Fig. 1: run 1, local utilization
12 x 12 tiles, from white (low) to dark blue (high), 0 to 100% covered.
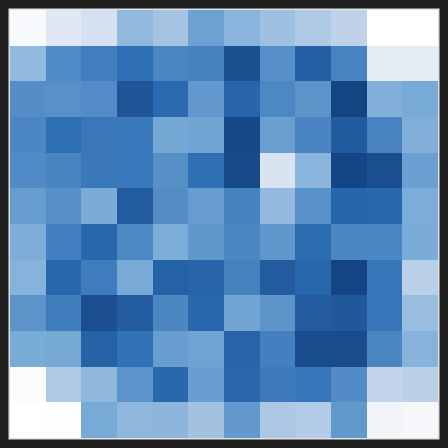
Fig. 2: run 1, routing congestion map
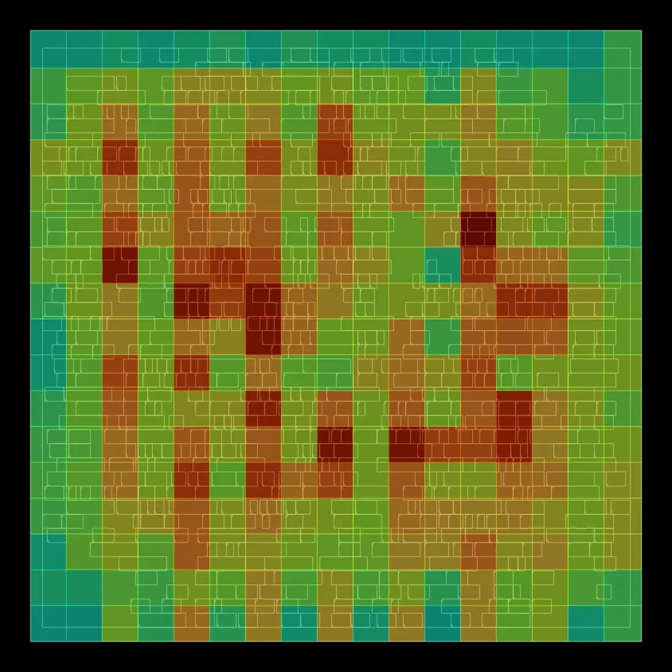
Fig. 3: run 1, metal 1
Supply wires on this layer in grey.
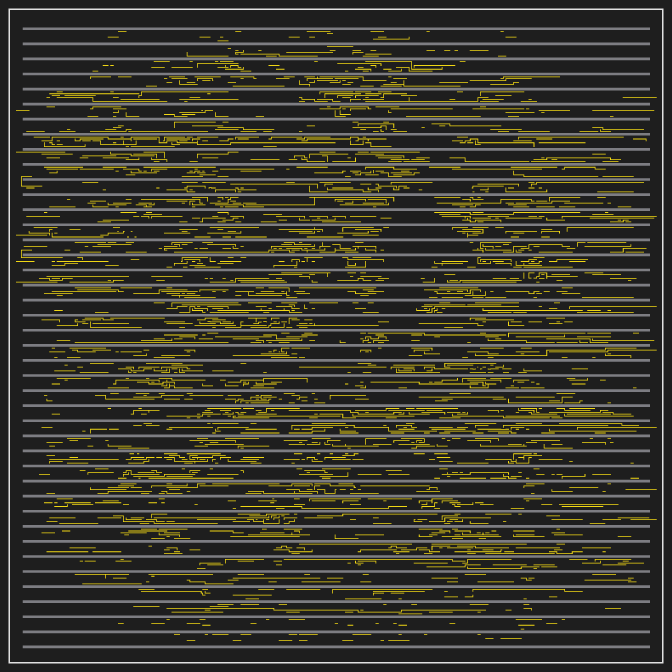
$ cat src/rtl/decoder_6_2.sv
// decoder_6_2: receive-side FNS CAC decoder.
// Rebuilds the data word as a weighted sum of the enabled codeword bits through a
// two-stage valid/ready pipeline, flags out-of-range sums and keeps a sticky,
// saturating error count for the repair controller.
module decoder_6_2 #(
  parameter int unsigned NBITS = 8,
  parameter int unsigned DW    = 6,
  parameter int unsigned WW    = 7,
  parameter int unsigned CW    = 8
) (
  input  logic                clock,
  input  logic                rst_n,
  input  logic                in_valid,
  output logic                in_ready,
  input  logic [NBITS-1:0]    codein,
  input  logic [NBITS-1:0]    en_flag,
  input  logic [NBITS*WW-1:0] fns_w,
  output logic                out_valid,
  input  logic                out_ready,
  output logic [DW-1:0]       dataout,
  output logic                out_err,
  output logic [CW-1:0]       err_cnt,
  input  logic                clr_err
);

  // Sum width covers NBITS full-scale weights without overflow.
  localparam int unsigned SW   = WW + $clog2(NBITS);
  localparam int unsigned DMAX = (1 << DW) - 1;
  localparam logic [CW-1:0] CNT_MAX = '1;

  logic                s1_valid;
  logic [NBITS-1:0]    s1_cw;
  logic [NBITS*WW-1:0] s1_w;
  logic                s2_free;
  logic                s1_adv;
  logic                accept;
  logic [SW-1:0]       sum;
  logic                sum_err;

  // Handshake: stage 2 frees when empty or draining; stage 1 frees when empty or advancing.
  always_comb begin
    s2_free  = !out_valid || out_ready;
    s1_adv   = s1_valid && s2_free;
    in_ready = !s1_valid || s2_free;
    accept   = in_valid && in_ready;
  end

  // Weighted FNS sum of the masked codeword held in stage 1.
  always_comb begin
    sum = '0;
    for (int i = 0; i < NBITS; i++) begin
      if (s1_cw[i]) begin
        sum = sum + SW'(s1_w[i*WW +: WW]);
      end
    end
    sum_err = (sum > SW'(DMAX));
  end

  // Stage 1: capture the masked codeword and its weights with the word.
  always_ff @(posedge clock or negedge rst_n) begin
    if (!rst_n) begin
      s1_valid <= 1'b0;
      s1_cw    <= '0;
      s1_w     <= '0;
    end else if (accept) begin
      s1_valid <= 1'b1;
      s1_cw    <= codein & en_flag;
      s1_w     <= fns_w;
    end else if (s1_adv) begin
      s1_valid <= 1'b0;
    end
  end

  // Stage 2: register decoded word and range flag; hold while stalled.
  always_ff @(posedge clock or negedge rst_n) begin
    if (!rst_n) begin
      out_valid <= 1'b0;
      dataout   <= '0;
      out_err   <= 1'b0;
    end else if (s1_adv) begin
      out_valid <= 1'b1;
      dataout   <= sum[DW-1:0];
      out_err   <= sum_err;
    end else if (out_ready) begin
      out_valid <= 1'b0;
    end
  end

  // Error counter: bumps as an error word enters stage 2, saturates; clear wins.
  always_ff @(posedge clock or negedge rst_n) begin
    if (!rst_n) begin
      err_cnt <= '0;
    end else if (clr_err) begin
      err_cnt <= '0;
    end else if (s1_adv && sum_err && (err_cnt != CNT_MAX)) begin
      err_cnt <= err_cnt + CW'(1);
    end
  end

endmodule

$ cat config.mk
export PLATFORM = sky130hd
export DESIGN_NAME = decoder_6_2
export DESIGN_NICKNAME = d
export VERILOG_FILES = /design/src/rtl/decoder_6_2.sv
export SDC_FILE = /design/constraint.sdc
export NUM_CORES = 1
export LEC_CHECK = 0
export CORE_MARGIN = 2
export CORE_UTILIZATION = 50
export DETAILED_ROUTE_END_ITERATION = 10
export PLACE_DENSITY_LB_ADDON = 0.12
export REMOVE_ABC_BUFFERS = 1
export SYNTH_ARGS = -nofsm -noshare
export SYNTH_HDL_FRONTEND = slang
export SYNTH_SLANG_ARGS = --single-unit
$ cat constraint.sdc
create_clock -name clock -period 10.1 [get_ports clock]
set_clock_uncertainty 0.15 [all_clocks]
set_input_delay 2.02 -clock clock [delete_from_list [all_inputs] [get_ports clock]]
set_output_delay 2.02 -clock clock [all_outputs]
set_load 0.01 [all_outputs]
==> run_results.csv, run 1 <==
group,metric,value,unit
logic_synthesis,top_cells_by_count,"81 x dfrtp_1, 80 x mux2_2, 51 x ha_1",
detailed_routing,vias,5320,
detailed_routing,wirelength,15.0,mm
placement,pre_cts_ws,-0.162,ns
finish,final_layout_size_suffix_gt1_share,22.5,%
logic_synthesis,yosysSeqAreaShare,31.4,%
power_and_ir_drop,p_total,1.92,mW
global_route,grt_pass1_wl,25.1,mm
detailed_routing,drt_pass1_iterations,6,
logic_synthesis,top_cells_by_area,"dfrtp_1 31%, mux2_2 14%, ha_1 9.9%, o21ai_0 3.3%, nand2_1 2.8%",
final_timing,setup-tns-final,0,ns
placement,gp_congestion,0.899,
die,dieArea,13800,µm²
die,fp.dieW,118,µm
clock_tree,clk_pin_slew,0.06,ns
logic_synthesis,avgSynthCellArea,9.93,µm²
finish,final_layout_top_logic_cell,"clkdlybuf4s50_1",
final_timing,max_freq,103,MHz
final_timing,finalSetupViolations,0,
final_timing,period_used_share,96.2,%
power_and_ir_drop,pg_clk,0.363,mW
final_timing,layout_setup_ws,0.387,ns
clock_tree,cts_buffers,9,
setup_path,slowest_stage,"dfrtp_2",
clock_tree,cts_tree,"done",
setup_path,start_kind,"flip-flop",
run,max_cap_viol_count,0,
clock_tree,cts-root-buf,"clkbuf_16",
power_and_ir_drop,share_comb_of_total_power,58.8,%
logic_synthesis,yosysWarnings,0,
power_and_ir_drop,powerDensity,235,nW/µm²
setup_path,critPathMaxStageDelay,0.44,ns
min_path,min_path_type,"flip-flop to flip-flop",
logic_synthesis,ys_cells,650,
logic_synthesis,top_area_share,31.4,%
clock_tree,ctsHtreeMaxLevel,3,
logic_synthesis,top_logic_kind,"AND-OR/OR-AND gates",
final_timing,worst_pin_slew,1.04,ns
logic_synthesis,yosys.area_share.aoi,19.8,%
logic_synthesis,ys_area,6450,µm²
clock_tree,clkLatencyLatePin,0.35,ns
finish,final_cell_count_no_fill,929,
power_and_ir_drop,clkPwrFrac,18.9,%
detailed_routing,drtAntennaViolNets,0,
power_and_ir_drop,pg_comb,1.13,mW
final_timing,drv_slew,0,
logic_synthesis,synthCells,650,
final_timing,rsz0062_at_grt,"true",
run_status,status,"complete, no violations",
power_and_ir_drop,leakage,3.45,nW
logic_synthesis,synth_area,6450,µm²
final_timing,holdWs,0.332,ns
logic_synthesis,synth_cell_types,77,
clock_tree,cts.sinks,81,
logic_synthesis,synthMuxAreaShare,17.0,%
logic_synthesis,synth_flops,81,
finish,nets,886,
setup_path,r2r_cells,48,
power_and_ir_drop,power_leader,"combinational logic",
detailed_routing,route.detailed.drc,0,
logic_synthesis,synthXorXnorAreaFrac,4.73,%
power_and_ir_drop,ir_drop,0.186,mV
detailed_routing,wl_per_cell,16.1,µm
logic_synthesis,ff_type,"dfrtp_1",
power_and_ir_drop,power.switching,0.760,mW
placement,dp_cells,900,
clock_tree,cts_buffer_depth,2,
power_and_ir_drop,power_sequential,0.429,mW
finish,mostFrequentLayoutCells,"92 x clkdlybuf4s50_1, 80 x mux2_2, 80 x dfrtp_1",
global_route,antenna_found_initial,0,
logic_synthesis,async_flop_share,100,%
setup_path,crit_type,"flip-flop to flip-flop",
logic_synthesis,synthAdderAreaFrac,11.7,%
die,row_count,41,
finish,final_area,8170,µm²
logic_synthesis,edf_count,0,
power_and_ir_drop,seq_power_share,22.3,%
finish,area_delta_synth_final,26.6,%
global_route,grt-ovfl-total,0,
final_timing,hold_violations,0,
finish,antenna_cells,0,
setup_path,crit_arrival,9.80,ns
run,warnings,27,
final_timing,period_needed,9.71,ns
min_path,whs_path_depth,1,
setup_path,crit_required,10.18,ns
die,die_y,118,µm
logic_synthesis,simple_gate_share,12.9,%
clock_tree,cts_hold_buf,0,
detailed_routing,drt_iter0_markers,300,
placement,numPortBuffers,93,
setup_path,worst_setup_path_end_kind,"flip-flop",
die,io_pins,94,
logic_synthesis,yosysMostFrequentCell,"dfrtp_1",
die,core,12600,µm²
placement,hpwl,11.1,mm
power_and_ir_drop,p_sw_share,39.5,%
Notes on Fig. 1 above:
mean over tiles: 57%
fullest tile: 92%
tiles over 75% full: 24%

Notes on Fig. 2 above:
M2 GR Usage: 39.8%
GR Layer Usage met3: 4.41%
Final Util: 64.7%
gr usage total: 21.9%

Notes on Fig. 3 above:
wire length on this layer: 6350 µm
nets with wire on the layer: 815
share of all routed wire: 42%
longest straight run: 30.4 µm
main direction: horizontal

-- run 1: layer usage --
layer / track usage [%] / routed length, µm / part of all wire [%] / up-vias
li1: - / - / - / 2617
met3: 4.41 / 407 / 2.7 / 27
met1: 24.9 / 6350 / 42 / 2584
met2: 39.8 / 7810 / 52 / 92
met5: 0 / 0 / 0 / -
met4: 9.41 / 421 / 2.8 / 0
-- run 1: worst paths after layout --
path / start / endpoint / slack [ns]
max: s1_cw[0] / err_cnt[3] / 0.39
min: out_err / out_err / 0.33
max reg2reg: s1_cw[0] / err_cnt[3] / 0.39
min reg2reg: out_err / out_err / 0.33
max in group asynchronous: rst_n / s1_cw[0] / 7.42
min in group asynchronous: rst_n / s1_w[14] / 1.65
-- run 1: sequential cells by signal (all words and copies together) (netlist names) --
name       count
dataout        6
err_cnt        8
out_err        1
out_valid      1
s1_cw          8
s1_valid       1
s1_w          56
-- run 1: worst max-delay path: cells and delay by family (launching register included) --
family / cells / cell delay [ns]
mux: 5 / 1.61
simple gates: 7 / 1.09
fa+ha+maj: 8 / 2.15
flops: 1 / 0.44
xor+xnor: 2 / 0.21
compound gates: 26 / 3.95
-- run 1: final cells by class --
| class | instances | area, µm² | share of cell area (%) |
|---|---|---|---|
| clock buffers | 11 | 253 | 3.09 |
| clock inverters | 5 | 77.6 | 0.949 |
| inverters | 22 | 82.6 | 1.01 |
| multi-input cells | 529 | 4460 | 54.6 |
| flip-flops and latches | 81 | 2030 | 24.8 |
| well taps | 172 | 215 | 2.63 |
| repair buffers | 109 | 1050 | 12.9 |
-- run 1: what timing repair did --
| item | CTS | global route |
|---|---|---|
| gates resized | 7 | 26 |
| pin swaps | 3 | 13 |
| setup buffers | 0 | 13 |
| setup endpoints to repair | 6 | 9 |
==> run 2, diff against run 1 <==
--- a/config.mk
+++ b/config.mk
@@ -5,11 +5,13 @@
 export SDC_FILE = /design/constraint.sdc
 export NUM_CORES = 1
 export LEC_CHECK = 0
+export ABC_AREA = 1
 export CORE_MARGIN = 2
-export CORE_UTILIZATION = 50
+export CORE_UTILIZATION = 56
 export DETAILED_ROUTE_END_ITERATION = 10
 export PLACE_DENSITY_LB_ADDON = 0.12
 export REMOVE_ABC_BUFFERS = 1
+export SETUP_SLACK_MARGIN = 0.1
 export SYNTH_ARGS = -nofsm -noshare
 export SYNTH_HDL_FRONTEND = slang
 export SYNTH_SLANG_ARGS = --single-unit
==> constraint.sdc (replaced) <==
create_clock -name clock -period 11.6 [get_ports clock]
set_clock_uncertainty 0.15 [all_clocks]
set_input_delay 2.32 -clock clock [delete_from_list [all_inputs] [get_ports clock]]
set_output_delay 2.32 -clock clock [all_outputs]
set_load 0.01 [all_outputs]
==> run 2 against run 1 <==
Effect of this change: clock power decreased by 16%; flip-flop count is the same; cell count is 20% higher; routed wire length shrank 7.0%; die size down 11%; synthesized cell count up 37%; area after synthesis shrank 0.19%.
==> run_results.csv, run 2 <==
group,metric,value,unit
finish,clock_area_share,4.01,%
power_and_ir_drop,powerDensity,168,nW/µm²
finish,final_layout_top_logic_cell,"nand2_1",
setup_path,path_max_fanout,9,
placement,hpwl,10.1,mm
placement,gp_congestion,0.883,
global_route,grt-ovfl-total,0,
final_timing,period_used_share,71.2,%
die,dieArea,12400,µm²
power_and_ir_drop,leakage,4.08,nW
detailed_routing,drtAntennaViolNets,0,
finish,top_regs,"s1_w (56), err_cnt (8), s1_cw (8)",
setup_path,crit_required,11.69,ns
finish,num-nonclk-buffers,95,
setup_path,crit_arrival,8.34,ns
logic_synthesis,yosysWarnings,0,
clock_tree,cts.sinks,81,
finish,largest_reg_flops,56,
clock_tree,cts_buffers,9,
logic_synthesis,ff_type,"dfrtp_1",
power_and_ir_drop,power_leader,"combinational logic",
final_timing,max_freq,121,MHz
setup_path,critPathBufInv,7,
logic_synthesis,async_flop_share,100,%
final_timing,finalSetupViolations,0,
finish,logic_area,3930,µm²
setup_path,slowest_stage,"fa_1",
logic_synthesis,top_cells_by_area,"dfrtp_1 31%, nand2_1 19%, ha_1 9.9%, inv_1 5.6%, o21ai_0 4.0%",
global_route,grt-busiest-layer,"met2",
final_timing,setup-tns-final,0,ns
die,die_y,111,µm
finish,regMostFlops,"s1_w",
setup_path,crit_type,"flip-flop to flip-flop",
global_route,grt.total_usage,23.7,%
clock_tree,cts_setup_buffers,0,
run,warnings,26,
logic_synthesis,synth_cell_types,44,
setup_path,r2r_cells,43,
die,nWellTaps,143,
clock_tree,cts_tree,"done",
die,fp_util,56.9,%
logic_synthesis,top_area_share,31.5,%
clock_tree,clkLatencyLatePin,0.35,ns
power_and_ir_drop,pg_comb,0.633,mW
logic_synthesis,yosysSeqAreaShare,31.5,%
setup_path,crit_cells,43,
final_timing,drv_slew,0,
placement,numPortBuffers,93,
finish,design.seq.count,81,
finish,nClkBuffers,10,
setup_path,timing.rr.start,"s1_cw[0]",
die,fp.dieW,111,µm
logic_synthesis,synthAdderAreaFrac,11.8,%
clock_tree,cts_resized,0,
final_timing,relSlewSlack,31.1,%
run,max_cap_viol_count,0,
global_route,met3_usage,6.12,%
clock_tree,clk_pin_slew,0.06,ns
final_timing,rsz0062_at_grt,"false",
logic_synthesis,edf_count,0,
clock_tree,cts_hold_buf,0,
global_route,globalRouteMet1Util,29.5,%
logic_synthesis,synthCells,888,
logic_synthesis,synthXorXnorAreaFrac,3.81,%
finish,sh_seq_area,26.1,%
min_path,hold_path.startpoint,"dataout[1]",
finish,fill_cells,970,
clock_tree,ctsHtreeMaxLevel,3,
power_and_ir_drop,seq_power_share,28.3,%
logic_synthesis,yosys.area_share.aoi,10.6,%
setup_path,crit_path_end,"err_cnt[1]",
power_and_ir_drop,clkPwrFrac,23.3,%
global_route,grt_start_max_net_pins,82,
finish,nets,1105,
power_and_ir_drop,power_sequential,0.370,mW
die,core,11300,µm²
detailed_routing,drt_pass1_iterations,4,
finish,inverters,102,
setup_path,worst_setup_path_end_kind,"flip-flop",
setup_path,start_kind,"flip-flop",
logic_synthesis,top_cells_by_count,"319 x nand2_1, 96 x inv_1, 81 x dfrtp_1",
finish,final_layout_size_suffix_gt1_share,10.1,%
logic_synthesis,synth_flops,81,
global_route,grt_pass1_wl,24.3,mm
setup_path,r2r-end,"err_cnt[1]",
power_and_ir_drop,p_sw_share,40.0,%
die,row_count,39,
logic_synthesis,ys_cells,888,
logic_synthesis,yosysMostFrequentCell,"nand2_1",
finish,antenna_cells,0,
logic_synthesis,simple_gate_share,34.8,%
detailed_routing,wirelength,13.9,mm
setup_path,critical-path-top-delay-family,"adder cells",
logic_synthesis,yosysTopAreaCell,"dfrtp_1",
power_and_ir_drop,power.switching,0.523,mW
power_and_ir_drop,pg_clk,0.304,mW
final_timing,hold_violations,0,
finish,top_area_cell_class,"multi-input combinational cells",
run_status,status,"complete, no violations",
finish,ff_latch_area,2030,µm²
power_and_ir_drop,share_comb_of_total_power,48.4,%
logic_synthesis,synthMuxAreaShare,0,%
clock_tree,cts-root-buf,"clkbuf_16",
detailed_routing,vias,5686,
finish,sh_comb_area,50.6,%
min_path,min_path_type,"flip-flop to flip-flop",
logic_synthesis,ys_area,6440,µm²
detailed_routing,route.detailed.drc,0,
detailed_routing,via_per_inst,5.08,
global_route,groute.layer.met2.usage,40.9,%
finish,area_share_nonclk_buffers,12.1,%
detailed_routing,wl_per_cell,12.5,µm
clock_tree,cts_buffer_depth,2,
power_and_ir_drop,ir_drop,0.174,mV
logic_synthesis,avgSynthCellArea,7.25,µm²
die,io_pins,94,
logic_synthesis,top_logic_kind,"simple AND/OR/NAND/NOR gates",
finish,mostFrequentLayoutCells,"318 x nand2_1, 95 x inv_1, 92 x clkdlybuf4s50_1",
final_timing,worst_pin_slew,1.03,ns
power_and_ir_drop,p_total,1.31,mW
min_path,whs_path_depth,2,
finish,area_delta_synth_final,20.7,%
finish,comb.multi_input.count,682,
logic_synthesis,synth_area,6440,µm²
setup_path,critPathMaxStageDelay,0.56,ns
final_timing,period_needed,8.25,ns
setup_path,ff2ff_setup_slack,3.35,ns
global_route,antenna_found_initial,0,
detailed_routing,drt_iter0_markers,295,
setup_path,cp-startpoint,"s1_cw[0]",
run 2: cell count changes after synthesis, moves of 10 or more:
| cell | delta |
|---|---|
| a211oi_1 | -12 |
| a21o_1 | -11 |
| inv_1 | +75 |
| mux2_2 | -80 |
| mux2i_1 | -11 |
| nand2_1 | +270 |
| nand2_2 | +33 |
| nand2_4 | +12 |
| nand3_1 | +36 |
| nor2b_1 | -17 |
| o21a_1 | -18 |
| o21ai_0 | +10 |
| o21ai_1 | +10 |
run 2: logic make-up after synthesis:
kind of cell | Yosys count
AND/OR/NAND/NOR | 477
XOR/XNOR | 28
flip-flops | 81
adder cells (fa/ha/maj) | 57
buffers and inverters | 125
AND-OR/OR-AND | 120
run 2: how the worst min path moves through the flow:
| stage | slack [ns] | endpoint |
|---|---|---|
| floorplan | 0.30 | s1_w[2] |
| finish | 0.33 | dataout[1] |
| global placement | 0.32 | out_err |
| detailed placement | 0.32 | s1_w[5] |
| CTS | 0.33 | s1_w[5] |
| global route | 0.35 | dataout[5] |
run 2: through the flow:
stage / worst slack (ns) / util, % / cells / hold WS [ns] / cell area (µm²)
CTS: 3.42 / 68.7 / 1119 / 0.331 / 7780
finish: 3.35 / 68.7 / 1119 / 0.334 / 7780
detailed placement: 3.45 / 65.9 / 1103 / 0.315 / 7460
floorplan: 4.23 / - / 865 / 0.299 / 6340
global route: 2.70 / 68.7 / 1119 / 0.353 / 7780
global placement: 3.59 / 65.9 / 1103 / 0.317 / 7460
run 2: per-layer routing:
layer | wire [µm] | part of all wire, %
met5 | 0 | 0
met4 | 188 | 1.3
met3 | 525 | 3.8
met2 | 6740 | 48
met1 | 6480 | 47
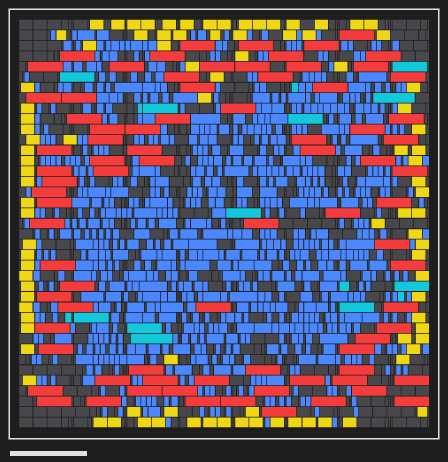
Fig. 4. Cell classes on the final placement (run 2).
Bar = 20 µm. Fill, decap, tap and diode cells in grey.
[clock drivers and dummy loads] cyan | cells: 16
[remaining buffers and delay cells] yellow | cells: 95
[sequential cells] red | cells: 81
[combinational and other logic] blue | cells: 784

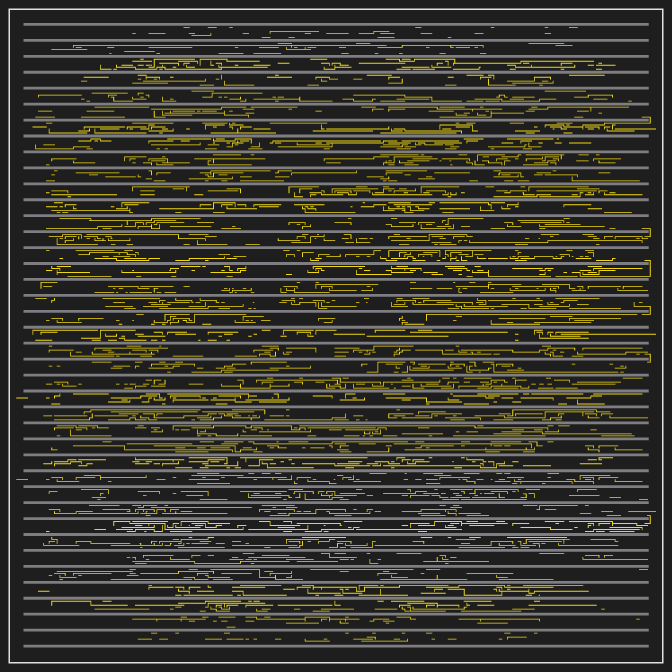
Fig. 5. Metal 1 (run 2).
Supply wires on this layer in grey.
share of all routed wire: 47%
wire length on this layer: 6480 µm
main direction: horizontal
longest straight run: 53.4 µm
nets with wire on the layer: 991

No activity file was given, so power comes from the tool's default toggle rates.
